--- config.mk ---
export PLATFORM = sky130hd
export DESIGN_NAME = wb_stage
export DESIGN_NICKNAME = d
export VERILOG_FILES = /design/src/rtl/wb_pkg.sv /design/src/rtl/wb_stage_load_align.sv /design/src/rtl/wb_stage.sv
export SDC_FILE = /design/constraint.sdc
export NUM_CORES = 1
export LEC_CHECK = 0
export CAP_MARGIN = 10
export CORE_MARGIN = 3
export CORE_UTILIZATION = 53
export CTS_CLUSTER_SIZE = 14
export DETAILED_ROUTE_END_ITERATION = 6
export PLACE_DENSITY = 0.87
export SLEW_MARGIN = 20
export SYNTH_ARGS = -nofsm -noshare
export SYNTH_HDL_FRONTEND = slang
export SYNTH_SLANG_ARGS = --single-unit
--- constraint.sdc ---
create_clock -name clk -period 5.45 [get_ports clk]
set_clock_uncertainty 0.15 [all_clocks]
set_input_delay 1.09 -clock clk [delete_from_list [all_inputs] [get_ports clk]]
set_output_delay 1.09 -clock clk [all_outputs]
set_load 0.01 [all_outputs]
--- src/rtl/wb_pkg.sv ---
// Shared encodings for the writeback stage: wb source selects and load funct3 codes.
// Latency: n/a (constants and types only).
// Backpressure: n/a.
//
// Contents:
//   XLEN/RADDR_W/CNT_W  default datapath, register-address and counter widths
//   WB_SEL_*            writeback source select encodings (3 is reserved, treated as ALU)
//   F3_*                RV32I load funct3 encodings
package wb_pkg;

  localparam int XLEN_DEF    = 32;
  localparam int RADDR_W_DEF = 5;
  localparam int CNT_W_DEF   = 64;

  localparam logic [1:0] WB_SEL_ALU = 2'd0;
  localparam logic [1:0] WB_SEL_MEM = 2'd1;
  localparam logic [1:0] WB_SEL_PC4 = 2'd2;

  localparam logic [2:0] F3_LB  = 3'b000;
  localparam logic [2:0] F3_LH  = 3'b001;
  localparam logic [2:0] F3_LW  = 3'b010;
  localparam logic [2:0] F3_LBU = 3'b100;
  localparam logic [2:0] F3_LHU = 3'b101;

endpackage

--- src/rtl/wb_stage_load_align.sv ---
// Load data extraction: picks the byte/halfword addressed by the low address bits and extends it.
// Latency: purely combinational, 0 cycles.
// Backpressure: none; output follows inputs.
//
// Ports:
//   word_i    [XLEN-1:0]  raw aligned word read from dmem
//   off_i     [1:0]       byte offset within the word (load address bits [1:0])
//   funct3_i  [2:0]       load size/sign; unknown codes behave as LW
//   result_o  [XLEN-1:0]  extended load value
module load_align
  import wb_pkg::*;
#(
  parameter int XLEN = XLEN_DEF
) (
  input  logic [XLEN-1:0] word_i,
  input  logic [1:0]      off_i,
  input  logic [2:0]      funct3_i,
  output logic [XLEN-1:0] result_o
);

  logic [7:0]  byte_sel;
  logic [15:0] half_sel;

  always_comb begin
    byte_sel = word_i[7:0];
    half_sel = word_i[15:0];
    result_o = word_i;

    case (off_i)
      2'd1:    byte_sel = word_i[15:8];
      2'd2:    byte_sel = word_i[23:16];
      2'd3:    byte_sel = word_i[31:24];
      default: byte_sel = word_i[7:0];
    endcase

    // Halfword lane comes from off[1] only; a misaligned off[0] is ignored.
    if (off_i[1]) begin
      half_sel = word_i[31:16];
    end

    case (funct3_i)
      F3_LB:   result_o = {{(XLEN-8){byte_sel[7]}}, byte_sel};
      F3_LBU:  result_o = {{(XLEN-8){1'b0}}, byte_sel};
      F3_LH:   result_o = {{(XLEN-16){half_sel[15]}}, half_sel};
      F3_LHU:  result_o = {{(XLEN-16){1'b0}}, half_sel};
      default: result_o = word_i;
    endcase
  end

endmodule

--- src/rtl/wb_stage.sv ---
// Writeback stage: M->W pipeline register, load extraction, wb source mux, regfile write port,
// W->D bypass and retired-instruction counter.
// Latency: outputs are combinational from the W register (instr visible the cycle after it is in M).
// Backpressure: stall holds W (and freezes the load word); flush inserts a bubble and wins over stall.
//
// Ports:
//   clk, reset                          rising-edge clock, synchronous active-high reset
//   stall, flush                        hold W / replace incoming M instr with a bubble
//   m_valid, m_reg_we, m_rd, m_wb_sel,
//   m_funct3, m_alu_result, m_pc        M-stage instruction fields
//   dmem_rdata                          dmem word, valid only in the first cycle an instr is in W
//   rf_we, rf_wb_addr, rf_wb_data       regfile write port
//   fwd_valid, fwd_rd, fwd_data         W->D bypass (same as the write port)
//   instret                             retired-instruction count
module wb_stage
  import wb_pkg::*;
#(
  parameter int XLEN    = XLEN_DEF,
  parameter int RADDR_W = RADDR_W_DEF,
  parameter int CNT_W   = CNT_W_DEF
) (
  input  logic               clk,
  input  logic               reset,
  input  logic               stall,
  input  logic               flush,
  input  logic               m_valid,
  input  logic               m_reg_we,
  input  logic [RADDR_W-1:0] m_rd,
  input  logic [1:0]         m_wb_sel,
  input  logic [2:0]         m_funct3,
  input  logic [XLEN-1:0]    m_alu_result,
  input  logic [XLEN-1:0]    m_pc,
  input  logic [XLEN-1:0]    dmem_rdata,
  output logic               rf_we,
  output logic [RADDR_W-1:0] rf_wb_addr,
  output logic [XLEN-1:0]    rf_wb_data,
  output logic               fwd_valid,
  output logic [RADDR_W-1:0] fwd_rd,
  output logic [XLEN-1:0]    fwd_data,
  output logic [CNT_W-1:0]   instret
);

  // W pipeline register
  logic               w_valid_q,  w_valid_d;
  logic               w_reg_we_q, w_reg_we_d;
  logic [RADDR_W-1:0] w_rd_q,     w_rd_d;
  logic [1:0]         w_wb_sel_q, w_wb_sel_d;
  logic [2:0]         w_funct3_q, w_funct3_d;
  logic [XLEN-1:0]    w_alu_q,    w_alu_d;
  logic [XLEN-1:0]    w_pc_q,     w_pc_d;

  // Captured load word for a stalled W instr
  logic               hold_v_q,    hold_v_d;
  logic [XLEN-1:0]    hold_data_q, hold_data_d;

  logic [CNT_W-1:0]   instret_q,   instret_d;

  logic               w_update;
  logic [XLEN-1:0]    load_word;
  logic [XLEN-1:0]    load_val;
  logic [XLEN-1:0]    wb_data;
  logic               wb_we;

  // W is rewritten on any unstalled edge and on flush (flush beats stall).
  assign w_update = flush | ~stall;

  always_comb begin
    w_valid_d  = w_valid_q;
    w_reg_we_d = w_reg_we_q;
    w_rd_d     = w_rd_q;
    w_wb_sel_d = w_wb_sel_q;
    w_funct3_d = w_funct3_q;
    w_alu_d    = w_alu_q;
    w_pc_d     = w_pc_q;

    if (flush) begin
      w_valid_d  = 1'b0;
      w_reg_we_d = 1'b0;
      w_rd_d     = '0;
      w_wb_sel_d = WB_SEL_ALU;
      w_funct3_d = '0;
      w_alu_d    = '0;
      w_pc_d     = '0;
    end else if (!stall) begin
      w_valid_d  = m_valid;
      w_reg_we_d = m_reg_we;
      w_rd_d     = m_rd;
      w_wb_sel_d = m_wb_sel;
      w_funct3_d = m_funct3;
      w_alu_d    = m_alu_result;
      w_pc_d     = m_pc;
    end
  end

  // dmem only presents the word for one cycle, so grab it on the first stalled edge.
  always_comb begin
    hold_v_d    = hold_v_q;
    hold_data_d = hold_data_q;
    if (w_update) begin
      hold_v_d = 1'b0;
    end else if (w_valid_q && !hold_v_q) begin
      hold_v_d    = 1'b1;
      hold_data_d = dmem_rdata;
    end
  end

  // An instr retires when it leaves W; a stalled one does not, even if flushed.
  always_comb begin
    instret_d = instret_q;
    if (w_valid_q && !stall) begin
      instret_d = instret_q + CNT_W'(1);
    end
  end

  always_ff @(posedge clk) begin
    if (reset) begin
      w_valid_q   <= 1'b0;
      w_reg_we_q  <= 1'b0;
      w_rd_q      <= '0;
      w_wb_sel_q  <= WB_SEL_ALU;
      w_funct3_q  <= '0;
      w_alu_q     <= '0;
      w_pc_q      <= '0;
      hold_v_q    <= 1'b0;
      hold_data_q <= '0;
      instret_q   <= '0;
    end else begin
      w_valid_q   <= w_valid_d;
      w_reg_we_q  <= w_reg_we_d;
      w_rd_q      <= w_rd_d;
      w_wb_sel_q  <= w_wb_sel_d;
      w_funct3_q  <= w_funct3_d;
      w_alu_q     <= w_alu_d;
      w_pc_q      <= w_pc_d;
      hold_v_q    <= hold_v_d;
      hold_data_q <= hold_data_d;
      instret_q   <= instret_d;
    end
  end

  assign load_word = hold_v_q ? hold_data_q : dmem_rdata;

  load_align #(
    .XLEN(XLEN)
  ) u_load_align (
    .word_i   (load_word),
    .off_i    (w_alu_q[1:0]),
    .funct3_i (w_funct3_q),
    .result_o (load_val)
  );

  always_comb begin
    wb_data = w_alu_q;
    case (w_wb_sel_q)
      WB_SEL_MEM: wb_data = load_val;
      WB_SEL_PC4: wb_data = w_pc_q + XLEN'(4);
      default:    wb_data = w_alu_q;
    endcase
  end

  // x0 is never written; a stalled W keeps writing the same value, which is harmless.
  assign wb_we = w_valid_q & w_reg_we_q & (w_rd_q != '0);

  assign rf_we      = wb_we;
  assign rf_wb_addr = w_rd_q;
  assign rf_wb_data = wb_data;
  assign fwd_valid  = wb_we;
  assign fwd_rd     = w_rd_q;
  assign fwd_data   = wb_data;
  assign instret    = instret_q;

endmodule

Figure 1. Cell outlines without signal wires.
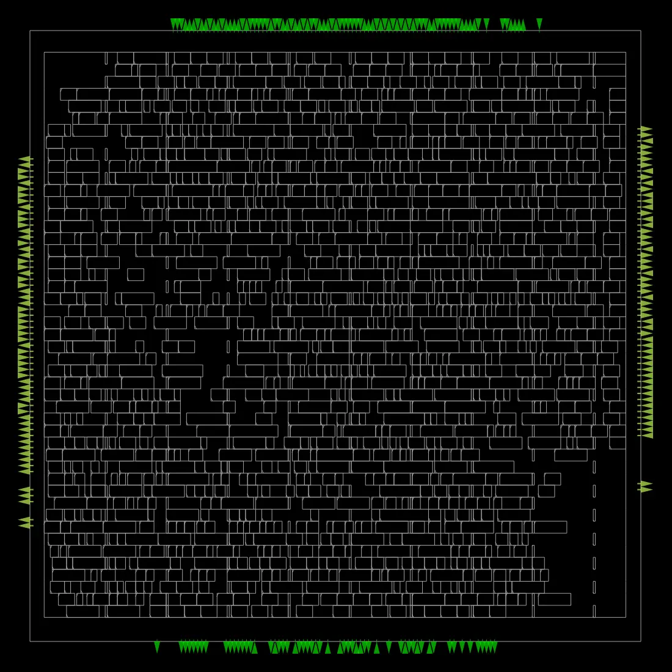
non-filler instance count after layout: 1504
final core occ: 72.75%

Figure 2. The metal 3 layer.
Scale bar: 50 µm.
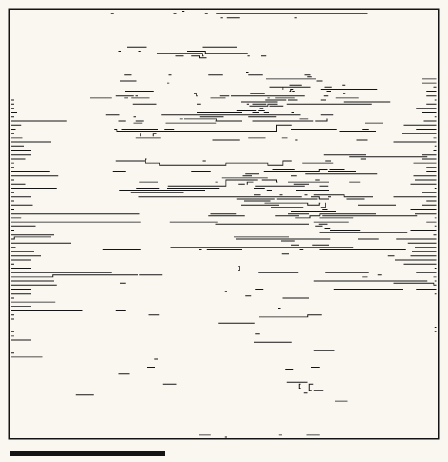
- share of all routed wire: 8.7%
- longest straight run: 58.7 µm
- nets with wire on the layer: 251
DR vias: 9169
final wirelength: 29590 µm
met3 global-route usage: 8.011%

Figure 3. Register map, names as in the netlist.
Scale bar: 50 µm.
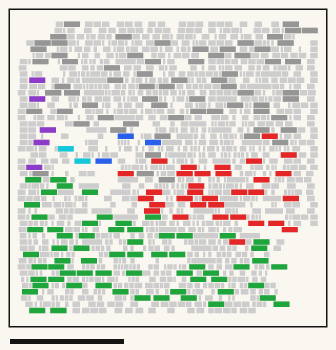
- cyan: `w_wb_sel_q` (flops 2)
- purple: `fwd_rd` (flops 5)
- red: `hold_data_q` (flops 32)
- green: `instret` (flops 64)
- blue: `w_funct3_q` (flops 3)
- not colored: 67
FF/Latch Area: 3465 µm²
proportion of cell area occupied by registers: 28.32%

==> run notes <==
Summary of the current implementation state.

- The number of combinational gates with multiple inputs is between 700 and 800, for reference.
- After filler insertion, the fill cell instance count of the layout stands at about 1300.
- After synthesis, the largest area contributor takes up about 37% of total cell area.
- The startpoint identified for the worst register-to-register timing path is instret[24].
- The number of warning messages in the logs is 27, for reference.
- Entering global routing, the biggest net connects about 97 pins.
- The first routing iteration left between 900 and 1000 violations.
- For this run, global-route usage on met1 was measured as around 36%.
- Sorting the synthesis cell report by count puts at the top sky130_fd_sc_hd__dfxtp_1.
- The global-route congestion overflow total is 0, for reference.
- The flow ran to the end, and the final reports show no timing, DRC or antenna violations.
- The worst-case headroom to the max-slew limit is between 20% and 30%, for reference.
- The chip area line of the yosys report is approximately 9300 µm², for reference.
- The clock tree buffer depth is 2, for reference.
- The critical path in this run is classified as input pin to primary output.
- The post-CTS clock slew at the launch and capture registers of the worst setup and hold paths is 70 ps, for reference.
- In the final layout, the share of cells above drive strength 1 is under 10%.
- The cell area after synthesis is between 9000 and 10000 µm², for reference.
- For this design the static power due to leakage is 4.175 nW.
- The global placer's final weighted congestion is roughly 0.94, for reference.
- The floorplan-stage core utilization is 55.06%, for reference.
- The report counts max-capacitance violations totalling 0.
- Compared with the post-synthesis result, the final layout area differs by 32.13%.
- The buffers inserted during post-CTS setup optimization is 0, for reference.
- The detailed-route vias per instance is around 6, for reference.
- The element type at the critical path end is a primary output, for reference.
- The count of different cell masters after synthesis is between 60 and 70, for reference.
- In the final report, the number of hold violations comes to 0.
- The met3 wire length is between 2000 and 3000 µm, for reference.
- In the final report, the number of endpoints failing setup comes to 0.
- Of the total power, registers draw around 44%.
- The final instance area is between 10000 and 15000 µm², for reference.
- The critical path data required time is between 4000 and 5000 ps, for reference.
- According to the report, the first pass of detailed routing completed in 5 iterations.
- The fraction of cell area in multi-input combinational cells is reported as around two fifths.
- The start point of the worst hold path is hold_data_q[16], for reference.
- The full die area is 19090 µm², for reference.
- The clock sink total is approximately 170, for reference.
- The actual transition at the worst max-transition pin is about 1100 ps, for reference.
- Per the placement log, port buffering inserted about 250 buffers.
- The H-tree depth is 4, for reference.
- The max-slew violation count is 0, for reference.
- The switching power as a share of total power is 24.01%, for reference.
- The minimum clock period is around 5000 ps, for reference.
- The cell with the biggest individual delay on the critical path is sky130_fd_sc_hd__mux4_2, for reference.
- The depth of the worst register-to-register path is 5, for reference.
- The final routed wire length divided by cell count is roughly 20 µm, for reference.
- The warning tally printed by Yosys for this design is 0.
- In this design, the largest share of critical-path delay is due to AND-OR/OR-AND gates.
- roughly 250 I/O pins were placed.
- The most heavily used metal layer in global routing is met2, for reference.
- The kind of start point of the critical path is an input pin, for reference.
- In this run the cell area measured after placement is 11560 µm².
- TritonCTS built the clock tree.
- Per the timing report, the biggest fanout along the worst path comes to 11.
- The biggest slice of the area belongs to combinational gates.
- The combinational gate area is between 5000 and 6000 µm², for reference.
- Counting instances in the post-synthesis netlist gives the leading cell types as 173 x sky130_fd_sc_hd__dfxtp_1, 134 x sky130_fd_sc_hd__nand2_1, 118 x sky130_fd_sc_hd__nor2_1, 100 x sky130_fd_sc_hd__mux2i_1, 85 x sky130_fd_sc_hd__a21oi_1.
- The share of total power dissipated in combinational logic is 11.1%.
- The number of signal-net inverters in the final layout is 25, for reference.
- The mean instance size in the synthesized netlist is approximately 8.4 µm², for reference.
- The count of antenna-violating nets left after detailed routing is 0, for reference.
- Per the TritonCTS log, the buffer count is 17.
- The internal power consumption is ~2.3 mW, for reference.
- The worst IR drop on VDD is 0.2297 mV, for reference.
- The die is ~140 µm tall.
- Per the detail_route report, DRC violations left total 0.
- The buffer-and-inverter tally for the worst setup path is 2, for reference.
- The layout clock buffer count is 17, for reference.
- For this run, the total global-route usage over all layers was measured as between 20% and 30%.
- The end of the worst register-to-register path is instret[48], for reference.
- The script extracted a net switching power of just over 0.7 mW.
- The number of antenna diodes in the final layout is 4.
- Counting flops with a built-in enable in the synthesized netlist gives 0.
- Per the final report, the share of cell area in non-clock buffers is 21.21%.
- On met2, the global router reports a usage of roughly 48%.
- The tightest min-delay check is of the flop to flop type.
- For reference, the critical path cell chain is clkdlybuf4s50_1, mux4_2, o221a_4, a31o_1, a21boi_0, a221o_1, clkdlybuf4s50_1.
- The report gives the cell count of the worst hold path as 2.
- The via count of the first global-routing pass is around 9000.
- The cell chosen for the clock root is sky130_fd_sc_hd__clkbuf_16, for reference.
- In the detailed route, the total length drawn on met2 is 14040 µm.
- The most numerous cell type found on the critical path is sky130_fd_sc_hd__clkdlybuf4s50_1.
- Setup repair after global routing left no endpoint under its margin.
- Yosys attributes the largest share of cell area to sky130_fd_sc_hd__dfxtp_1 37%, sky130_fd_sc_hd__mux2i_1 11%, sky130_fd_sc_hd__nand2_1 5.4%.
- The highest signal layer in the routed design is met5, for reference.
- For this run, the register share of the synthesized area comes to 37.40%.
- In this run the standard cell core region covers 16820 µm².
- In the per-layer summary, the met1 wirelength comes to about 12000 µm.
- Once the clock tree was built, the resizer swapped 0 gates to a different size.
- The power per cell area is 246.1 nW/µm², for reference.
- The clock network fraction of design power is a little under half, for reference.
- The number of cells produced by synthesis is between 1000 and 1500, for reference.
- Summed over all instances, the cell type with the most area after synthesis is sky130_fd_sc_hd__dfxtp_1.
- Counting flops with an async set or reset pin after synthesis yields a share of 0%.
## worst max path at each step
stage                   start        endpoint  slack, ps  depth (start not counted)
2_1_floorplan  dmem_rdata[31]  rf_wb_data[17]       1420                          7
3_3_place_gp   dmem_rdata[31]  rf_wb_data[17]        550                          7
3_5_place_dp   dmem_rdata[31]    fwd_data[26]        500                          7
4_1_cts        dmem_rdata[31]    fwd_data[26]        500                          7
5_1_grt             w_pc_q[2]    fwd_data[30]        320                          7
6_report       dmem_rdata[31]    fwd_data[26]        470                          7
## stage by stage
| stage | cells | hold WS, ps |
|---|---|---|
| 2_1_floorplan | 1096 | 282.9 |
| 3_3_place_gp | 1468 | 288.0 |
| 3_5_place_dp | 1468 | 294.1 |
| 4_1_cts | 1500 | 305.3 |
| 5_1_grt | 1504 | 321.7 |
| 6_report | 1504 | 303.1 |
## power groups by stage
stage	clock [mW]	sequential [mW]	combinational (mW)
3_5_place_dp	0	1.34	0.328
3_3_place_gp	0	1.33	0.324
2_1_floorplan	0	1.33	0.172
5_1_grt	1.43	1.31	0.353
6_report	1.37	1.31	0.335
4_1_cts	1.38	1.31	0.331
## placed cells by master, fill, tap and decap left out, types with 5 or more instances in the layout
cell,n
sky130_fd_sc_hd__nor3_1,7
sky130_fd_sc_hd__nor4_1,11
sky130_fd_sc_hd__nor2_1,118
sky130_fd_sc_hd__a21oi_1,85
sky130_fd_sc_hd__mux2i_1,100
sky130_fd_sc_hd__or4_1,28
sky130_fd_sc_hd__nand2_1,134
sky130_fd_sc_hd__a22oi_1,11
sky130_fd_sc_hd__dfxtp_1,172
sky130_fd_sc_hd__xor2_1,22
sky130_fd_sc_hd__clkdlybuf4s50_1,249
sky130_fd_sc_hd__or3_1,20
sky130_fd_sc_hd__mux2_2,13
sky130_fd_sc_hd__a221o_1,12
sky130_fd_sc_hd__xnor2_1,25
sky130_fd_sc_hd__and3_1,7
sky130_fd_sc_hd__and4_1,6
sky130_fd_sc_hd__inv_1,24
sky130_fd_sc_hd__bufinv_16,5
sky130_fd_sc_hd__mux4_2,7
sky130_fd_sc_hd__nand3_1,28
sky130_fd_sc_hd__a221oi_1,10
sky130_fd_sc_hd__o31ai_1,24
sky130_fd_sc_hd__buf_4,13
sky130_fd_sc_hd__o21ai_0,21
sky130_fd_sc_hd__o221ai_1,6
sky130_fd_sc_hd__clkbuf_16,17
sky130_fd_sc_hd__nand4_1,34
## tightest hold or removal path, cell delays in order (launching register included)
cell	delay (ps)
sky130_fd_sc_hd__dfxtp_1	310
sky130_fd_sc_hd__nand2_1	50
sky130_fd_sc_hd__a21oi_1	50
## kinds of logic (layout without fill, tap and decap cells)
family                   count (synthesis)  count (layout)  synth area share, %
flip-flops                             173             173                37.40
XOR/XNOR                                47              47                4.445
adder cells (fa/ha/maj)                  4               4               0.5405
AND/OR/NAND/NOR                        421             421                22.31
other                                    0               4                    0
multiplexers                           120             120                14.09
buffers and inverters                  136             320                7.377
AND-OR/OR-AND                          195             195                13.84
## state kept, by name (all words and copies together), names as in the netlist
signal       count
hold_data_q     32
w_alu_q         32
w_pc_q          32
w_reg_we_q       1
w_funct3_q       3
hold_v_q         1
instret         64
w_valid_q        1
w_wb_sel_q       2
fwd_rd           5
Power figures rest on the tool's default switching activity, not on a simulated workload.
